File: src/rtl/pia_input_cond.sv
// Input conditioner for the PIA: synchronises and debounces raw buttons and DIP
// switches, applies SOCD cleaning and optional auto-fire, and drives active-low buttons.
module pia_input_cond #(
  parameter int DEBOUNCE      = 50000,
  parameter int CNT_W         = 16,
  parameter int AUTOFIRE_HALF = 1250000,
  parameter int AF_W          = 21,
  parameter bit SOCD_CLEAN    = 1'b1
) (
  input  logic       clk_i,
  input  logic       rst_i,
  input  logic [6:0] btn_raw,
  input  logic [3:0] sw_raw,
  output logic [6:0] buttons,
  output logic [3:0] sw,
  output logic [6:0] press_evt,
  output logic       autofire_active
);

  localparam int NIN   = 11;
  localparam int FIRE  = 1;
  localparam int UP    = 3;
  localparam int DOWN  = 4;
  localparam int LEFT  = 5;
  localparam int RIGHT = 6;
  localparam int AF_EN = 10;

  localparam logic [CNT_W-1:0] DB_MAX  = CNT_W'(DEBOUNCE - 1);
  localparam logic [CNT_W-1:0] CNT_ONE = CNT_W'(1);
  localparam logic [AF_W-1:0]  AF_MAX  = AF_W'(AUTOFIRE_HALF - 1);
  localparam logic [AF_W-1:0]  AF_ONE  = AF_W'(1);

  logic [NIN-1:0]   raw_s;
  logic [NIN-1:0]   sync1_r;
  logic [NIN-1:0]   sync2_r;
  logic [NIN-1:0]   stable_r;
  logic [NIN-1:0]   stable_nxt_s;
  logic [CNT_W-1:0] cnt_r     [NIN];
  logic [CNT_W-1:0] cnt_nxt_s [NIN];

  logic             af_phase_r;
  logic             af_phase_nxt_s;
  logic [AF_W-1:0]  af_cnt_r;
  logic [AF_W-1:0]  af_cnt_nxt_s;
  logic             af_active_s;
  logic             af_active_r;

  logic             fire_s;
  logic [6:0]       pressed_s;
  logic [6:0]       cond_s;
  logic [6:0]       buttons_r;
  logic [6:0]       press_evt_r;
  logic [3:0]       sw_r;

  assign raw_s = {sw_raw, btn_raw};

  // Debounce next-state: a differing level must persist DEBOUNCE samples to be accepted.
  always_comb begin
    for (int i = 0; i < NIN; i++) begin
      stable_nxt_s[i] = stable_r[i];
      cnt_nxt_s[i]    = {CNT_W{1'b0}};
      if (sync2_r[i] == stable_r[i]) begin
        cnt_nxt_s[i] = {CNT_W{1'b0}};
      end else if (cnt_r[i] == DB_MAX) begin
        stable_nxt_s[i] = sync2_r[i];
        cnt_nxt_s[i]    = {CNT_W{1'b0}};
      end else begin
        cnt_nxt_s[i] = cnt_r[i] + CNT_ONE;
      end
    end
  end

  // Auto-fire: the first shot fires on the cycle the feature becomes active.
  always_comb begin
    af_active_s    = stable_nxt_s[AF_EN] & stable_nxt_s[FIRE];
    af_phase_nxt_s = 1'b0;
    af_cnt_nxt_s   = {AF_W{1'b0}};
    if (!af_active_s) begin
      af_phase_nxt_s = 1'b0;
      af_cnt_nxt_s   = {AF_W{1'b0}};
    end else if (!af_active_r) begin
      af_phase_nxt_s = 1'b1;
      af_cnt_nxt_s   = {AF_W{1'b0}};
    end else if (af_cnt_r == AF_MAX) begin
      af_phase_nxt_s = ~af_phase_r;
      af_cnt_nxt_s   = {AF_W{1'b0}};
    end else begin
      af_phase_nxt_s = af_phase_r;
      af_cnt_nxt_s   = af_cnt_r + AF_ONE;
    end
  end

  // Conditioning works on next-state values so outputs update on the acceptance edge.
  always_comb begin
    pressed_s = stable_nxt_s[6:0];
    fire_s    = af_active_s ? af_phase_nxt_s : stable_nxt_s[FIRE];
    cond_s    = pressed_s;
    cond_s[FIRE] = fire_s;
    if (SOCD_CLEAN && pressed_s[UP] && pressed_s[DOWN]) begin
      cond_s[UP]   = 1'b0;
      cond_s[DOWN] = 1'b0;
    end else begin
      cond_s[UP]   = pressed_s[UP];
      cond_s[DOWN] = pressed_s[DOWN];
    end
    if (SOCD_CLEAN && pressed_s[LEFT] && pressed_s[RIGHT]) begin
      cond_s[LEFT]  = 1'b0;
      cond_s[RIGHT] = 1'b0;
    end else begin
      cond_s[LEFT]  = pressed_s[LEFT];
      cond_s[RIGHT] = pressed_s[RIGHT];
    end
  end

  // State and output registers.
  always_ff @(posedge clk_i) begin
    if (rst_i) begin
      sync1_r     <= {NIN{1'b0}};
      sync2_r     <= {NIN{1'b0}};
      stable_r    <= {NIN{1'b0}};
      for (int i = 0; i < NIN; i++) begin
        cnt_r[i] <= {CNT_W{1'b0}};
      end
      af_phase_r  <= 1'b0;
      af_cnt_r    <= {AF_W{1'b0}};
      af_active_r <= 1'b0;
      buttons_r   <= 7'h7F;
      sw_r        <= 4'h0;
      press_evt_r <= 7'h00;
    end else begin
      sync1_r     <= raw_s;
      sync2_r     <= sync1_r;
      stable_r    <= stable_nxt_s;
      for (int i = 0; i < NIN; i++) begin
        cnt_r[i] <= cnt_nxt_s[i];
      end
      af_phase_r  <= af_phase_nxt_s;
      af_cnt_r    <= af_cnt_nxt_s;
      af_active_r <= af_active_s;
      buttons_r   <= ~cond_s;
      sw_r        <= stable_nxt_s[10:7];
      press_evt_r <= stable_nxt_s[6:0] & ~stable_r[6:0];
    end
  end

  assign buttons         = buttons_r;
  assign sw              = sw_r;
  assign press_evt       = press_evt_r;
  assign autofire_active = af_active_r;

endmodule
File: config.mk
export PLATFORM = sky130hd
export DESIGN_NAME = pia_input_cond
export DESIGN_NICKNAME = d
export VERILOG_FILES = /design/src/rtl/pia_input_cond.sv
export SDC_FILE = /design/constraint.sdc
export NUM_CORES = 1
export LEC_CHECK = 0
export ABC_AREA = 1
export CORE_ASPECT_RATIO = 0.7
export CORE_MARGIN = 2
export CORE_UTILIZATION = 55
export DETAILED_ROUTE_END_ITERATION = 10
export PLACE_DENSITY = 0.73
export SYNTH_ARGS = -nofsm -noshare
export SYNTH_HDL_FRONTEND = slang
export SYNTH_SLANG_ARGS = --single-unit
File: constraint.sdc
create_clock -name clk_i -period 3.8 [get_ports clk_i]
set_input_delay 0.76 -clock clk_i [delete_from_list [all_inputs] [get_ports clk_i]]
set_output_delay 0.76 -clock clk_i [all_outputs]
set_load 0.02 [all_outputs]
**Cell classes on the final placement**

Fill, decap, tap and diode cells in gray.
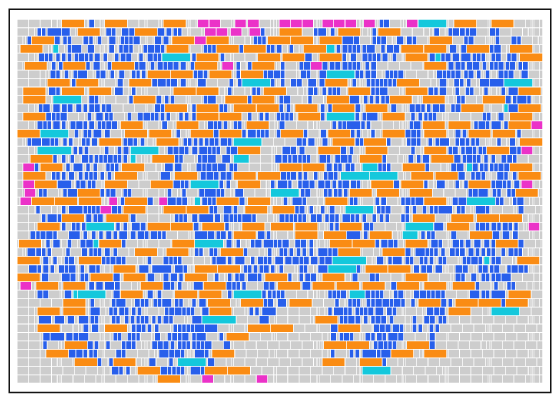
[other buffers and delay cells] magenta | cells: 33 | share of their area: 2.7%
[clock drivers and dummy loads] cyan | cells: 42 | share of their area: 6.8%
[all other logic] blue | cells: 1276 | share of their area: 50%
[flip-flops] orange | cells: 246 | share of their area: 41%

**Clock routing**

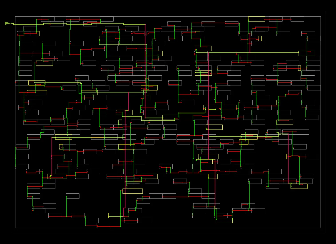
clk latency late pin: 0.51 ns
reported clock group power: 2450 uW
worst setup skew after layout: 0.007971 ns
number of clock buffers inserted by TritonCTS: 24

**Signal wires by layer**

The bar under the picture is 50 microns long. Two of the layers only.
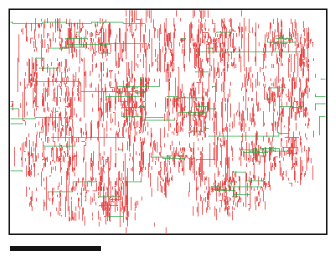
[met3] green | wire length: 1020 microns
[met2] red | wire length: 8990 microns

**Floorplan with the power grid**

The bar under the picture is 50 microns long. Pins as bars on the die edge.
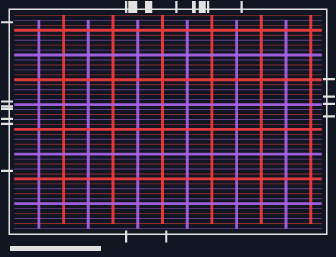
[VDD] red
[VSS] purple
rows: 43
signal pins: 32

[sequential cells by signal, indices dropped and copies added (netlist names)]
register and flops:
af_cnt_r 21, af_phase_r 1, autofire_active 1, buttons 7, cnt_r 176, press_evt 7, stable_r 11, sync1_r 11
sync2_r 11
[area by class of cell]
| type | count | area share [%] |
|---|---|---|
| Multi-Input combinational cell | 1050 | 41.52 |
| Sequential cell | 246 | 39.69 |
| Inverter | 226 | 6.836 |
| Clock buffer | 31 | 5.545 |
| Tap cell | 270 | 2.722 |
| Timing Repair Buffer | 33 | 2.621 |
| Clock inverter | 11 | 1.069 |
[layer usage]
layer,part of all wire (%),up-vias
met2,42,183
met3,4.7,25
met5,0,-
li1,-,5024
met1,52,4221
met4,1.4,0
==> Changelog: implementation <==
### Changed

- Area Overhead vs Synth: 12.17%
- Ant. Diodes: 0
- Chip Height: 122.7 microns
- Cell area after layout: 12410 sq um
- Clock root buffer master: sky130_fd_sc_hd__clkbuf_16
- Top-area cell share: 44.51%
- Unique masters post-synth: 38
- Vias in the first global route: 8320
- Number of flip-flops and latches in the synthesized netlist: 246
- Chip Area: 21280 sq um
- Number of levels in the clock H-tree: 1
- Fraction of met3 tracks used by global routing: 3.315%
- Horiz. Die Dim: 173.5 microns
- Dominant flop cell: sky130_fd_sc_hd__dfxtp_1
- Comb power frac: 1.2%
- Post-detailed-route wirelength per cell: 11.52 microns
- Internal power consumption: 4091 uW
- Via-to-Cell Ratio: 5.063
- Pre-antenna DRT Iters: 5
- Comb power: 59.3 uW
- Buffer count from post-CTS setup fixing: 0
- Most frequent logic cells in the routed design: sky130_fd_sc_hd__nand2_1, sky130_fd_sc_hd__nor2_1, sky130_fd_sc_hd__dfxtp_1
- List of most frequent post-synthesis cells: sky130_fd_sc_hd__nand2_1, sky130_fd_sc_hd__nor2_1, sky130_fd_sc_hd__dfxtp_1
- Via count of the routed design: 9453
- Cell type with the highest aggregate area in the netlist: sky130_fd_sc_hd__dfxtp_1
- Post-Syn Instances: 1544
- Cell area after synthesis: 11060 sq um
- Number of cells traversed by the worst hold path: 2
- Worst setup path end: sw[3]
- GR Layer Usage met1: 29.15%
- Count of fill cells added during filler insertion: 1787
- Status: finished, final reports clean
- Storage cell area: 4925 sq um
- Type of the worst setup path: reg2out
- Async S/R FF share, synth: 0%
- Post-CTS Hold Fix Bufs: 0
- Maximum number of pins on one net before global-route repair: 30
- Detailed Route Iter0 Violations: 639
- Maximum single-stage delay on the critical path: 0.64 ns
- Number of antenna violations at the first check in global routing: 0
No activity file was given, so power comes from the tool's default toggle rates.
